Cell classes on the final placement:
Scale bar: 50 um.
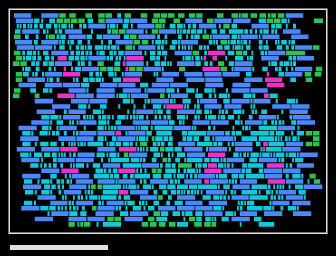
Logic cells by family:
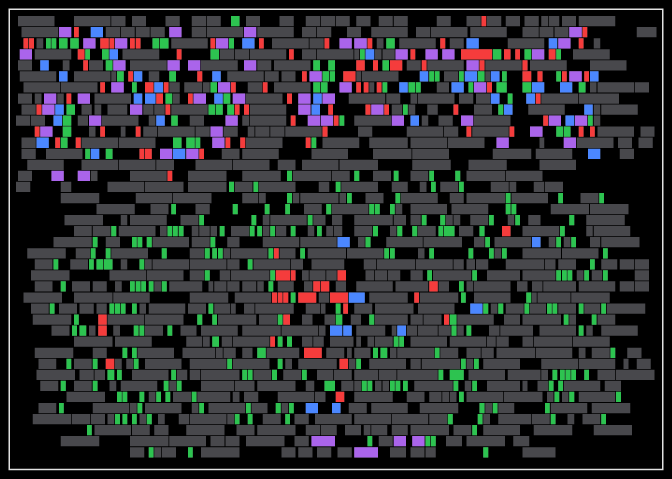
Routing congestion map:
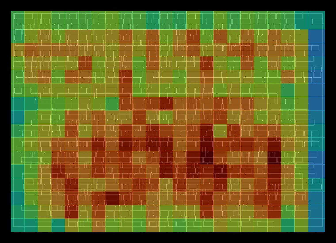
Register map, names as in the netlist:
Scale bar: 50 um. Other sequential cells in the stronger grey, the rest of the logic in the fainter grey.
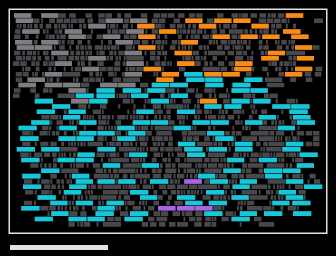
### src/rtl/branch_predictor_gshare.sv
// Dynamic branch predictor: a table of saturating counters indexed by PC, optionally XORed with
// a non-speculative global branch history (gshare). Lookup is combinational in Decode; training
// and statistics update at the rising edge on a resolved branch from Execute.
//
// Ports:
//   clk, reset           rising-edge clock, asynchronous active-low reset
//   pcD                  PC of the instruction in Decode
//   predict_takenD       MSB of the indexed counter
//   pred_idxD            table index used for pcD (carried to Execute by the datapath)
//   upd_en/idx/taken     training strobe, carried index and actual outcome
//   upd_mispredict       outcome differed from the prediction used (counted only with upd_en)
//   clear_stats          synchronous clear of both statistic counters
//   br_count             resolved branches since reset/clear (saturating)
//   mispred_count        mispredicts since reset/clear (saturating)
module branch_predictor_gshare #(
  parameter int unsigned ADDR_WIDTH = 32,
  parameter int unsigned INDEX_BITS = 6,
  parameter int unsigned HIST_BITS  = 4,
  parameter int unsigned CTR_BITS   = 2,
  parameter int unsigned STAT_BITS  = 32
) (
  input  logic                  clk,
  input  logic                  reset,
  input  logic [ADDR_WIDTH-1:0] pcD,
  output logic                  predict_takenD,
  output logic [INDEX_BITS-1:0] pred_idxD,
  input  logic                  upd_en,
  input  logic [INDEX_BITS-1:0] upd_idx,
  input  logic                  upd_taken,
  input  logic                  upd_mispredict,
  input  logic                  clear_stats,
  output logic [STAT_BITS-1:0]  br_count,
  output logic [STAT_BITS-1:0]  mispred_count
);

  localparam int Entries = 2 ** INDEX_BITS;
  localparam logic [CTR_BITS-1:0] CtrMax  = {CTR_BITS{1'b1}};
  // Weakly-not-taken: MSB clear, all lower bits set.
  localparam logic [CTR_BITS-1:0] CtrInit = CTR_BITS'((1 << (CTR_BITS - 1)) - 1);
  localparam logic [STAT_BITS-1:0] StatMax = {STAT_BITS{1'b1}};

  logic [CTR_BITS-1:0]   table_q [Entries];
  logic [CTR_BITS-1:0]   ctr_cur;
  logic [CTR_BITS-1:0]   ctr_d;
  logic [INDEX_BITS-1:0] pc_idx;
  logic [INDEX_BITS-1:0] hist_idx;
  logic [STAT_BITS-1:0]  br_q, br_d;
  logic [STAT_BITS-1:0]  mis_q, mis_d;
  logic                  unused_pc;

  assign pc_idx    = pcD[INDEX_BITS+1:2];
  assign unused_pc = ^{pcD[ADDR_WIDTH-1:INDEX_BITS+2], pcD[1:0]};

  if (HIST_BITS > 0) begin : g_hist
    logic [HIST_BITS-1:0] ghr_q, ghr_d;

    always_comb begin
      ghr_d    = ghr_q << 1;
      ghr_d[0] = upd_taken;
    end

    always_ff @(posedge clk or negedge reset) begin
      if (!reset) begin
        ghr_q <= '0;
      end else if (upd_en) begin
        ghr_q <= ghr_d;
      end
    end

    // History sits in the index LSBs, zero-extended.
    always_comb begin
      hist_idx                = '0;
      hist_idx[HIST_BITS-1:0] = ghr_q;
    end
  end else begin : g_no_hist
    assign hist_idx = '0;
  end

  // Lookup reads the pre-update table and history; no bypass from a same-cycle update.
  assign pred_idxD      = pc_idx ^ hist_idx;
  assign predict_takenD = table_q[pred_idxD][CTR_BITS-1];

  assign ctr_cur = table_q[upd_idx];

  always_comb begin
    ctr_d = ctr_cur;
    if (upd_taken && (ctr_cur != CtrMax)) begin
      ctr_d = ctr_cur + CTR_BITS'(1);
    end else if (!upd_taken && (ctr_cur != '0)) begin
      ctr_d = ctr_cur - CTR_BITS'(1);
    end
  end

  always_ff @(posedge clk or negedge reset) begin
    if (!reset) begin
      for (int i = 0; i < Entries; i++) begin
        table_q[i] <= CtrInit;
      end
    end else if (upd_en) begin
      table_q[upd_idx] <= ctr_d;
    end
  end

  // Clear has priority over a same-cycle increment.
  always_comb begin
    br_d  = br_q;
    mis_d = mis_q;
    if (clear_stats) begin
      br_d  = '0;
      mis_d = '0;
    end else if (upd_en) begin
      if (br_q != StatMax) begin
        br_d = br_q + STAT_BITS'(1);
      end
      if (upd_mispredict && (mis_q != StatMax)) begin
        mis_d = mis_q + STAT_BITS'(1);
      end
    end
  end

  always_ff @(posedge clk or negedge reset) begin
    if (!reset) begin
      br_q  <= '0;
      mis_q <= '0;
    end else begin
      br_q  <= br_d;
      mis_q <= mis_d;
    end
  end

  assign br_count      = br_q;
  assign mispred_count = mis_q;

endmodule

### config.mk
export PLATFORM = sky130hd
export DESIGN_NAME = branch_predictor_gshare
export DESIGN_NICKNAME = d
export VERILOG_FILES = /design/src/rtl/branch_predictor_gshare.sv
export SDC_FILE = /design/constraint.sdc
export NUM_CORES = 1
export LEC_CHECK = 0
export CAP_MARGIN = 25
export CORE_ASPECT_RATIO = 0.7
export CORE_UTILIZATION = 62
export CTS_CLUSTER_SIZE = 16
export DETAILED_ROUTE_END_ITERATION = 8
export HOLD_SLACK_MARGIN = 0.03
export PLACE_DENSITY = 0.87
export REMOVE_ABC_BUFFERS = 1
export SLEW_MARGIN = 10
export SYNTH_ARGS = -nofsm -noshare
export SYNTH_HDL_FRONTEND = slang
export SYNTH_SLANG_ARGS = --single-unit
export TNS_END_PERCENT = 30
### constraint.sdc
create_clock -name clk -period 8.65 [get_ports clk]
set_input_delay 1.73 -clock clk [delete_from_list [all_inputs] [get_ports clk]]
set_output_delay 1.73 -clock clk [all_outputs]
set_load 0.005 [all_outputs]
==> impl_metrics.tcl <==
# place-and-route summary
set metrics [dict create \
    run_status "finished, final reports clean" \
    synth.cellmix.adderShare_pct 0.4594 \
    critical_path.startpoint "pcD[2]" \
    worstReg2RegStart "table_q[9]" \
    netlist_logic_family_top "simple AND/OR/NAND/NOR gates" \
    largest_class "logic gates" \
    fin_crit_sh_pct 79.89 \
    netlist_area_um2 10890 \
    synth.yosys.warnings 0 \
    wl_met2_mm 12.38 \
    placement_stage_cell_area_um2 11700 \
    cts_num_sinks 196 \
    finish.net_count 1161 \
    global_route.peak_usage_layer "met2" \
    drcViolationCount 0 \
    layout.non_clock_buffers 106 \
    wl_mm 27.78 \
    detailedRoute.firstPassIterationCount 6 \
    area_share_clock_buf_inv_pct 4.324 \
    yosys.area.top_type "sky130_fd_sc_hd__dfrtp_1" \
    postCtsHoldBufs 0 \
    grt_max_degree 124 \
    crit_path_cell_trace "clkdlybuf4s50_1 -> xor2_2 -> buf_4 -> mux4_1 -> mux4_2 -> mux4_2 -> clkdlybuf4s50_1" \
    ff_type "sky130_fd_sc_hd__dfrtp_1" \
    netSwitchingPower_mw 0.7113 \
    worstPathRequired_ps 6920 \
    r2r_end "table_q[75]" \
    critical_path_depth 7 \
    antenna_viol_nets_final 0 \
    warning_count 54 \
    post-route-cell-area_um2 12300 \
    worst_ep_arrival_time_ps 5180 \
    share_clk_of_total_power_pct 31.4 \
]
Notes on 'cell classes on the final placement' above:
legend:
  all other logic:
    colour: cyan
    cells: 792
    share_of_their_area: 45%
  clock drivers and dummy loads:
    colour: magenta
    cells: 31
    share_of_their_area: 4.4%
  other buffers and delay cells:
    colour: green
    cells: 106
    share_of_their_area: 8.7%
  flip-flops:
    colour: blue
    cells: 196
    share_of_their_area: 42%

Notes on 'logic cells by family' above:
legend:
  NAND gates:
    colour: green
    cells: 283
    most_used: nand2_1
    where: widely spread
  XOR/XNOR gates:
    colour: purple
    cells: 58
    most_used: xor2_1
  AND and OR gates:
    colour: blue
    cells: 46
    most_used: and3_1
  NOR gates:
    colour: red
    cells: 104
    most_used: nor2_1
dominant logic cell type in the layout: sky130_fd_sc_hd__nand2_1
final non-filler cell total: 1356
multi-input gate share of the layout cell area: 43.87%

Notes on 'routing congestion map' above:
GR Layer Usage met2: 46.09%
GR Layer Usage met3: 10.08%
final core utilization: 71.63%

Notes on 'register map, names as in the netlist' above:
legend:
  table_q:
    colour: cyan
    sequential_cells: 128
  g_hist.ghr_q:
    colour: purple
    sequential_cells: 4
    where: bottom centre
  br_count:
    colour: orange
    sequential_cells: 32

## sequential cells by signal, summed over array words and instances (netlist names)
register and flops:
table_q 128, g_hist.ghr_q 4, br_count 32, mispred_count 32
## metrics by stage
step	power, mW	hold WS (ps)	utilization [%]	cells
after global routing	2.442	490.9	71.63	1356
after detailed placement	1.610	466.9	68.17	1320
after global placement	1.582	458.7	68.05	1319
final	2.352	478.2	71.63	1356
after floorplan	1.429	448.9	-	988
after CTS	2.342	476.2	71.27	1351
## power groups by stage
stage	clock (mW)	sequential, mW	combinational [mW]
after floorplan	0	1.12	0.306
after global placement	0	1.14	0.439
after detailed placement	0	1.15	0.461
after CTS	0.743	1.14	0.463
after global routing	0.779	1.15	0.513
final	0.738	1.14	0.475
Power and IR drop assume default switching activity.
